===== config.mk =====
export PLATFORM = sky130hd
export DESIGN_NAME = clk_div_bank
export DESIGN_NICKNAME = d
export VERILOG_FILES = /design/src/rtl/clk_div_bank.sv
export SDC_FILE = /design/constraint.sdc
export NUM_CORES = 1
export LEC_CHECK = 0
export ABC_AREA = 1
export CORE_MARGIN = 4
export CORE_UTILIZATION = 57
export CTS_CLUSTER_DIAMETER = 100
export DETAILED_ROUTE_END_ITERATION = 7
export PLACE_DENSITY = 0.76
export SYNTH_ARGS = -nofsm -noshare
export SYNTH_HDL_FRONTEND = slang
export SYNTH_SLANG_ARGS = --single-unit

===== constraint.sdc =====
create_clock -name CLK -period 1.46 [get_ports CLK]
set_input_delay 0.219 -clock CLK [delete_from_list [all_inputs] [get_ports CLK]]
set_output_delay 0.219 -clock CLK [all_outputs]
set_load 0.02 [all_outputs]

===== src/rtl/clk_div_bank.sv =====
// clk_div_bank: a bank of independent programmable clock dividers driven
// from the system clock.
//
// Each channel produces a 50 %-duty divided waveform (CLK_OUT) and a
// one-cycle TICK on the first high cycle of every output period. A ratio
// written through LOAD is held pending and only takes effect at a period
// boundary, or straight away while the channel is disabled. This keeps the
// waveform free of glitches. The outputs are clock enables for downstream
// logic and must not be used as clock pins.
//
// Ports:
//   CLK      system clock, rising edge
//   RST_N    asynchronous active-low reset (release synchronised upstream)
//   EN       per-channel run enable
//   DIV      packed ratio fields, channel i = DIV[i*WIDTH +: WIDTH]
//   LOAD     per-channel strobe capturing the DIV field as the pending ratio
//   CLK_OUT  divided waveform, registered (period 2*(ratio+1))
//   TICK     one-cycle pulse at the start of each period, registered
//   PENDING  a loaded ratio is waiting to be applied
module clk_div_bank #(
  parameter int CHANNELS    = 4,
  parameter int WIDTH       = 8,
  parameter int DEFAULT_DIV = 0
) (
  input  logic                      CLK,
  input  logic                      RST_N,
  input  logic [CHANNELS-1:0]       EN,
  input  logic [CHANNELS*WIDTH-1:0] DIV,
  input  logic [CHANNELS-1:0]       LOAD,
  output logic [CHANNELS-1:0]       CLK_OUT,
  output logic [CHANNELS-1:0]       TICK,
  output logic [CHANNELS-1:0]       PENDING
);

  typedef enum logic {
    PH_LOW  = 1'b0,
    PH_HIGH = 1'b1
  } phase_t;

  for (genvar g = 0; g < CHANNELS; g++) begin : g_ch
    logic [WIDTH-1:0] div_f;
    logic [WIDTH-1:0] act, act_n;
    logic [WIDTH-1:0] pnd, pnd_n;
    logic [WIDTH-1:0] cnt, cnt_n;
    logic             pflag, pflag_n;
    logic             tick, tick_n;
    phase_t           ph, ph_n;

    assign div_f = DIV[g*WIDTH +: WIDTH];

    always_ff @(posedge CLK or negedge RST_N) begin
      if (!RST_N) begin
        act   <= WIDTH'(DEFAULT_DIV);
        pnd   <= '0;
        pflag <= 1'b0;
        cnt   <= '0;
        ph    <= PH_LOW;
        tick  <= 1'b0;
      end else begin
        act   <= act_n;
        pnd   <= pnd_n;
        pflag <= pflag_n;
        cnt   <= cnt_n;
        ph    <= ph_n;
        tick  <= tick_n;
      end
    end

    always_comb begin
      act_n   = act;
      pnd_n   = pnd;
      pflag_n = pflag;
      cnt_n   = cnt;
      ph_n    = ph;
      tick_n  = 1'b0;

      if (!EN[g]) begin
        cnt_n = '0;
        ph_n  = PH_LOW;
        // An idle channel adopts its pending ratio at once, except when a
        // fresh LOAD arrives on the same edge: that value then stays pending.
        if (pflag && !LOAD[g]) begin
          act_n   = pnd;
          pflag_n = 1'b0;
        end
      end else if (cnt != '0) begin
        cnt_n = cnt - WIDTH'(1);
      end else if (ph == PH_HIGH) begin
        // Falling half-boundary: the ratio is never changed here.
        ph_n  = PH_LOW;
        cnt_n = act;
      end else begin
        ph_n   = PH_HIGH;
        tick_n = 1'b1;
        if (pflag) begin
          act_n   = pnd;
          cnt_n   = pnd;
          pflag_n = 1'b0;
        end else begin
          cnt_n = act;
        end
      end

      // The capture goes last so that a LOAD on a boundary edge re-arms the
      // pending flag after the boundary has consumed the older value.
      if (LOAD[g]) begin
        pnd_n   = div_f;
        pflag_n = 1'b1;
      end
    end

    assign CLK_OUT[g] = (ph == PH_HIGH);
    assign TICK[g]    = tick;
    assign PENDING[g] = pflag;
  end

endmodule


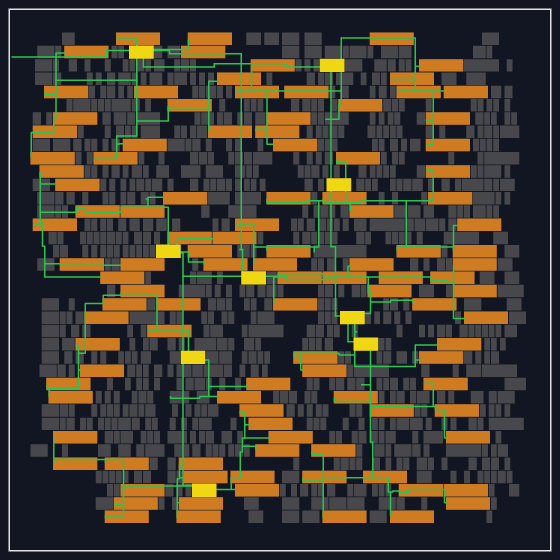
Run 1: clock network drawn from the DEF
[clock drivers] yellow | count: 9
[clock wires] green | length: 1240 um
[flip-flops] orange | count: 108
flops lie: widely spread
power share of the clock group: 14.9%
P_clk: 0.00187 W

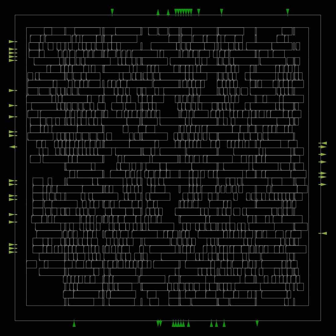
Run 1: placement view
Flops: 108
fin util: 68.9%

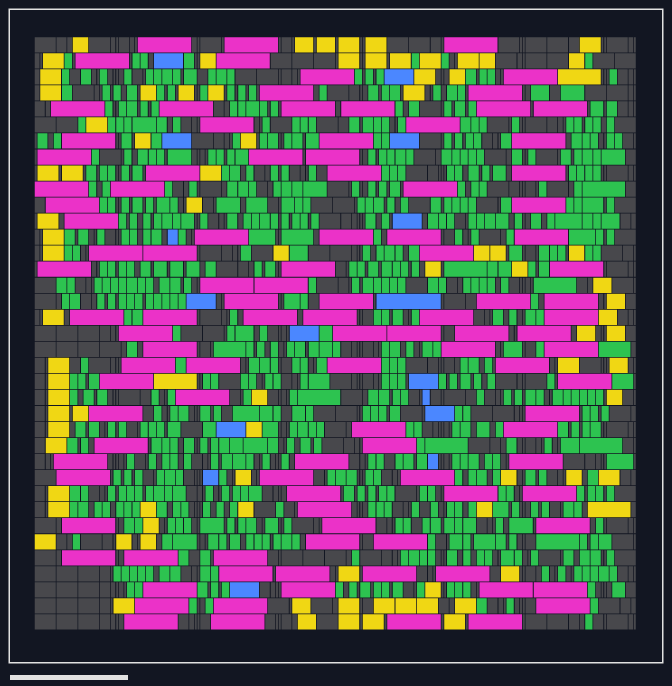
Run 1: placement by cell class
Scale bar: 20 um. Fill, decap, tap and diode cells in gray.
[combinational and other logic] green | cells: 690
[clock drivers and dummy loads] blue | cells: 16
[sequential cells] magenta | cells: 108
[remaining buffers and delay cells] yellow | cells: 87
Seq area share: 38.2%
core area: 10300 um^2
post-layout instance area: 7080 um^2
num rows: 37

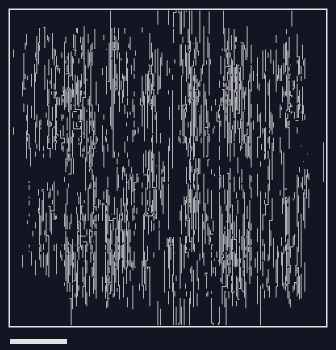
Run 1: signal wires on met2
Scale bar: 20 um.
main direction: vertical
share of all routed wire: 50%
final wirelength: 12600 um
via count: 5250
met2 GRT Util: 36.7%

==> flow_metrics.env, run 1 <==
# implementation run metrics
export IMPL_status="finished, final reports clean"
export IMPL_cts_sinks=108
export IMPL_regToRegStartpoint="g_ch[3].cnt[1]"
export IMPL_fmax_ghz=0.722
export IMPL_worst_path_stages=1
export IMPL_path_buffers=1
export IMPL_yosys_area_top_type_share_pct=45.0
export IMPL_crit_start="g_ch[0].ph"
export IMPL_netlist_instances=824
export IMPL_p_switching_w=0.00544
export IMPL_fin_nets=946
export IMPL_ys_top_cells_by_area="dfrtp_1 (45%), nand2_1 (20%), nand3_1 (7.8%), inv_1 (7.3%), o21ai_0 (3.9%)"
export IMPL_ctsLongestPathBuffers=2
export IMPL_crit_family="flip-flops"
export IMPL_grt_max_degree=33
export IMPL_whs_ns=0.330
export IMPL_fp_util_pct=58.4
export IMPL_met1Wirelength_um=5530
export IMPL_ir_drop_mv=0.815
export IMPL_ys_chip_area_um2=6000
export IMPL_top_logic_kind="simple AND/OR/NAND/NOR gates"
export IMPL_largestClassByArea="multi-input combinational cells"
export IMPL_io_pins=54
export IMPL_slew_headroom_pct=70.0
export IMPL_ant_nets=0
export IMPL_comb_cells=571
export IMPL_xor_share_pct=0.584
export IMPL_r2r_slack_ns=0.10
export IMPL_start_kind="flip-flop"
export IMPL_grt_pass1_vias=5043
export IMPL_grt_usage_pct=21.1
export IMPL_yosysCellCount=824
export IMPL_nonClockBufferCount=87
export IMPL_hold_violations=0
export IMPL_lay_top_count="nand2_1"
export IMPL_final_max_slew_viol_count=0
export IMPL_critical_path_endpoint_type="output pin"
export IMPL_tns_ns=0
export IMPL_wl_per_cell_um=12.2
export IMPL_vias_per_cell=5.06
export IMPL_use_met1_pct=26.4
export IMPL_synth_cellmix_simpleShare_pct=36.9
export IMPL_overflow=0
export IMPL_async_reset_ff_share_pct=100
export IMPL_ctsResizeCount=13
export IMPL_p_int_w=0.00712
export IMPL_p_comb_share_pct=48.4
export IMPL_syn_nets=874
export IMPL_top_layer="met4"
export IMPL_power_static_leakage_nw=3.87
export IMPL_fin_ws_ns=0.0746
export IMPL_fp_dieH_um=111
export IMPL_grt_pass1_wl_um=21800
export IMPL_power_w=0.0126
export IMPL_route_detailed_drc=0
export IMPL_min_period_ns=1.39
export IMPL_numPortBuffers=53
export IMPL_antenna_cells=0
export IMPL_yosysSeqAreaShare_pct=45.0
export IMPL_placed_cells=1018
export IMPL_synth_area_leader_cell="dfrtp_1"
export IMPL_logic_area_um2=2750
export IMPL_yosys_most_used_dff="dfrtp_1"
export IMPL_r2r_cells=8
export IMPL_p_comb_w=0.00608
export IMPL_tightest_slew_ns=0.450
export IMPL_netlist_top_cells_count="nand2_1 (320), inv_1 (116), dfrtp_1 (108), nand3_1 (93), o21ai_0 (47)"
export IMPL_worstHoldPathType="input pin to asynchronous set/reset pin"
export IMPL_antenna_found_initial=0
export IMPL_clock_area_share_pct=2.86
export IMPL_crit_path_max_incr_delay_ns=0.43
export IMPL_critical_path_class="flip-flop to output pin"
export IMPL_place_area_um2=6800
export IMPL_cp_required_ns=1.24
export IMPL_synthAdderAreaFrac_pct=1.67
export IMPL_nFillCells=913
export IMPL_edf_count=0
export IMPL_reg_top3="g_ch.act: 32 flops, g_ch.cnt: 32 flops, g_ch.pnd: 32 flops"
export IMPL_drt_iter0_drc=316
export IMPL_cts_tree="yes"
export IMPL_aoi_share_pct=5.59
export IMPL_top_usage_layer="met2"
export IMPL_flop_area_um2=2700
export IMPL_mux_area_share_pct=0
export IMPL_tool_warnings=30
export IMPL_switching_share_pct=43.3
export IMPL_yosys_warnings=0
export IMPL_power_leader="combinational logic"
export IMPL_final_layout_size_suffix_gt1_share_pct=10.1
export IMPL_drv_cap=0
export IMPL_finalSetupViolations=0
export IMPL_cp_max_fo=5
export IMPL_syn_to_final_growth_pct=18.0
export IMPL_fp_dieW_um=111
export IMPL_rsz0062_at_grt="no"
export IMPL_synth_flops=108
export IMPL_arrival_ns=1.17
export IMPL_syn_area_um2=6000
export IMPL_hpwl_um=9830
export IMPL_p_per_area_nw_per_um2=1770
export IMPL_min_period_over_period_pct=94.9
export IMPL_final_nonclk_buf_share_pct=11.4
export IMPL_nWellTaps=136
export IMPL_crit_slowest_cell="dfrtp_1"
export IMPL_rr_endpoint="g_ch[3].act[7]"
export IMPL_dieArea_um2=12200
export IMPL_postCtsSetupBuffers=0
export IMPL_clkLatencyLatePin_ns=0.37
export IMPL_syn_area_per_cell_um2=7.29
export IMPL_inverters=119
export IMPL_gr_usage_met3_pct=3.73
export IMPL_pg_seq_w=0.00461
export IMPL_comb_share_pct=38.8
export IMPL_cts_inserted_buffers=9
export IMPL_power_frac_seq_pct=36.7
export IMPL_synth_most_common_cell="nand2_1"
export IMPL_met3_wirelength_um=468
export IMPL_dr_pass1_iters=5
export IMPL_globalplace_congestion=0.853
export IMPL_finClkSkew_ns=0.00789
export IMPL_place_ws_ns=-0.0527
export IMPL_crit_end="CLK_OUT[0]"
export IMPL_wl_met2_um=6300
export IMPL_cp_cell_sequence="dlygate4sd2_1"
export IMPL_clk_pin_slew_ns=0.10
export IMPL_fin_cells=1037
export IMPL_final_cell_mix="nand2_1 (318), inv_1 (115), dfrtp_1 (108), nand3_1 (92), o21ai_0 (47)"
export IMPL_cts_root_buf="clkbuf_8"
export IMPL_cts_hold_buf=1
export IMPL_ys_types=26
export IMPL_cts_max_level=3
export IMPL_nClkBuffers=12
==> run 2: changes to the inputs <==
--- a/config.mk
+++ b/config.mk
@@ -10,6 +10,7 @@
 export CORE_UTILIZATION = 57
 export CTS_CLUSTER_DIAMETER = 100
 export DETAILED_ROUTE_END_ITERATION = 7
+export GPL_TIMING_DRIVEN = 0
 export PLACE_DENSITY = 0.76
 export SYNTH_ARGS = -nofsm -noshare
 export SYNTH_HDL_FRONTEND = slang
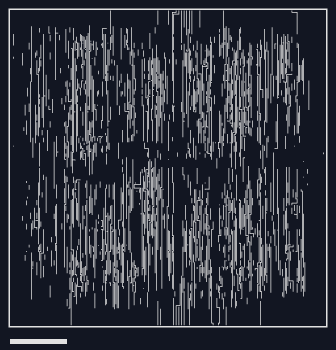
Run 2: signal wires on met2
Scale bar: 20 um.
share of all routed wire: 51%
nets with wire on the layer: 751
main direction: vertical
via count: 5318
final wirelength: 13000 um
met2 GRT Util: 39.8%

==> run 2 against run 1 <==
Compared with the run above:
- register-to-register slack lost 0.03 ns
- combinational power grew 9.4%
- critical path type unchanged
- count of clock-buffer cells in the layout shrank 1
- final cell count grew 1.2%
- fmax shrank 1.4%
- utilization grew 1.1 points
- worst hold slack lost 0.12 ns
- clock skew shrank 0.0023 ns
- highest routed layer unchanged
- area after synthesis is the same
- critical endpoint is now PENDING[0]
- wire length grew 2.8%
- total power grew 3.9%
==> flow_metrics.env, run 2 <==
# implementation run metrics
export IMPL_dieArea_um2=12200
export IMPL_utilization_pct=70.0
export IMPL_drt_iter0_drc=372
export IMPL_core_um2=10300
export IMPL_final_cell_mix="nand2_1 (314), dfrtp_1 (108), inv_1 (106), nand3_1 (90), o21ai_0 (47)"
export IMPL_async_reset_ff_share_pct=100
export IMPL_pwr_share_clk_pct=14.0
export IMPL_arrival_ns=1.19
export IMPL_final_layout_size_suffix_gt1_share_pct=12.9
export IMPL_r2r_slack_ns=0.07
export IMPL_fp_dieW_um=111
export IMPL_cp_cell_sequence="buf_4 > clkdlybuf4s15_1"
export IMPL_syn_nets=874
export IMPL_tightest_slew_ns=0.697
export IMPL_p_per_area_nw_per_um2=1810
export IMPL_cp_required_ns=1.24
export IMPL_worstHoldPathType="input pin to flip-flop"
export IMPL_ctsLongestPathBuffers=2
export IMPL_finClkSkew_ns=0.00556
export IMPL_ys_chip_area_um2=6000
export IMPL_p_comb_w=0.00665
export IMPL_place_area_um2=6710
export IMPL_critical_path_endpoint_type="output pin"
export IMPL_hold_violations=0
export IMPL_yosys_area_top_type_share_pct=45.0
export IMPL_crit_end="PENDING[0]"
export IMPL_yosysCellCount=824
export IMPL_crit_slowest_cell="dfrtp_1"
export IMPL_ant_nets=0
export IMPL_min_period_ns=1.40
export IMPL_aoi_share_pct=5.59
export IMPL_top_layer="met4"
export IMPL_fp_dieH_um=111
export IMPL_comb_cells=573
export IMPL_clk_pin_slew_ns=0.10
export IMPL_power_static_leakage_nw=3.89
export IMPL_ys_top_cells_by_area="dfrtp_1 (45%), nand2_1 (20%), nand3_1 (7.8%), inv_1 (7.3%), o21ai_0 (3.9%)"
export IMPL_nClkBuffers=11
export IMPL_cp_max_fo=2
export IMPL_tool_warnings=31
export IMPL_vias_per_cell=5.07
export IMPL_rr_endpoint="g_ch[0].act[4]"
export IMPL_power_w=0.0131
export IMPL_met1Wirelength_um=5630
export IMPL_p_switching_w=0.00567
export IMPL_route_detailed_drc=0
export IMPL_io_pins=54
export IMPL_netlist_instances=824
export IMPL_fin_ws_ns=0.0553
export IMPL_grt_pass1_wl_um=22600
export IMPL_syn_to_final_growth_pct=19.8
export IMPL_regToRegStartpoint="g_ch[0].cnt[0]"
export IMPL_netlist_top_cells_count="nand2_1 (320), inv_1 (116), dfrtp_1 (108), nand3_1 (93), o21ai_0 (47)"
export IMPL_reg_top3="g_ch.act: 32 flops, g_ch.cnt: 32 flops, g_ch.pnd: 32 flops"
export IMPL_largestClassByArea="multi-input combinational cells"
export IMPL_postCtsSetupBuffers=10
export IMPL_cts_inserted_buffers=9
export IMPL_lay_top_count="nand2_1"
export IMPL_placed_cells=1012
export IMPL_switching_share_pct=43.5
export IMPL_yosysSeqAreaShare_pct=45.0
export IMPL_yosys_warnings=0
export IMPL_edf_count=0
export IMPL_power_leader="combinational logic"
export IMPL_clkLatencyLatePin_ns=0.37
export IMPL_ys_types=26
export IMPL_fp_util_pct=58.4
export IMPL_p_comb_share_pct=50.9
export IMPL_place_ws_ns=-0.322
export IMPL_top_usage_layer="met2"
export IMPL_cts_hold_buf=1
export IMPL_comb_share_pct=39.4
export IMPL_grt_pass1_vias=5257
export IMPL_final_max_slew_viol_count=0
export IMPL_status="finished, final reports clean"
export IMPL_r2r_cells=8
export IMPL_grt_max_degree=57
export IMPL_syn_area_um2=6000
export IMPL_met3_wirelength_um=449
export IMPL_critical_path_class="flip-flop to output pin"
export IMPL_drv_cap=0
Power and IR drop assume default switching activity.
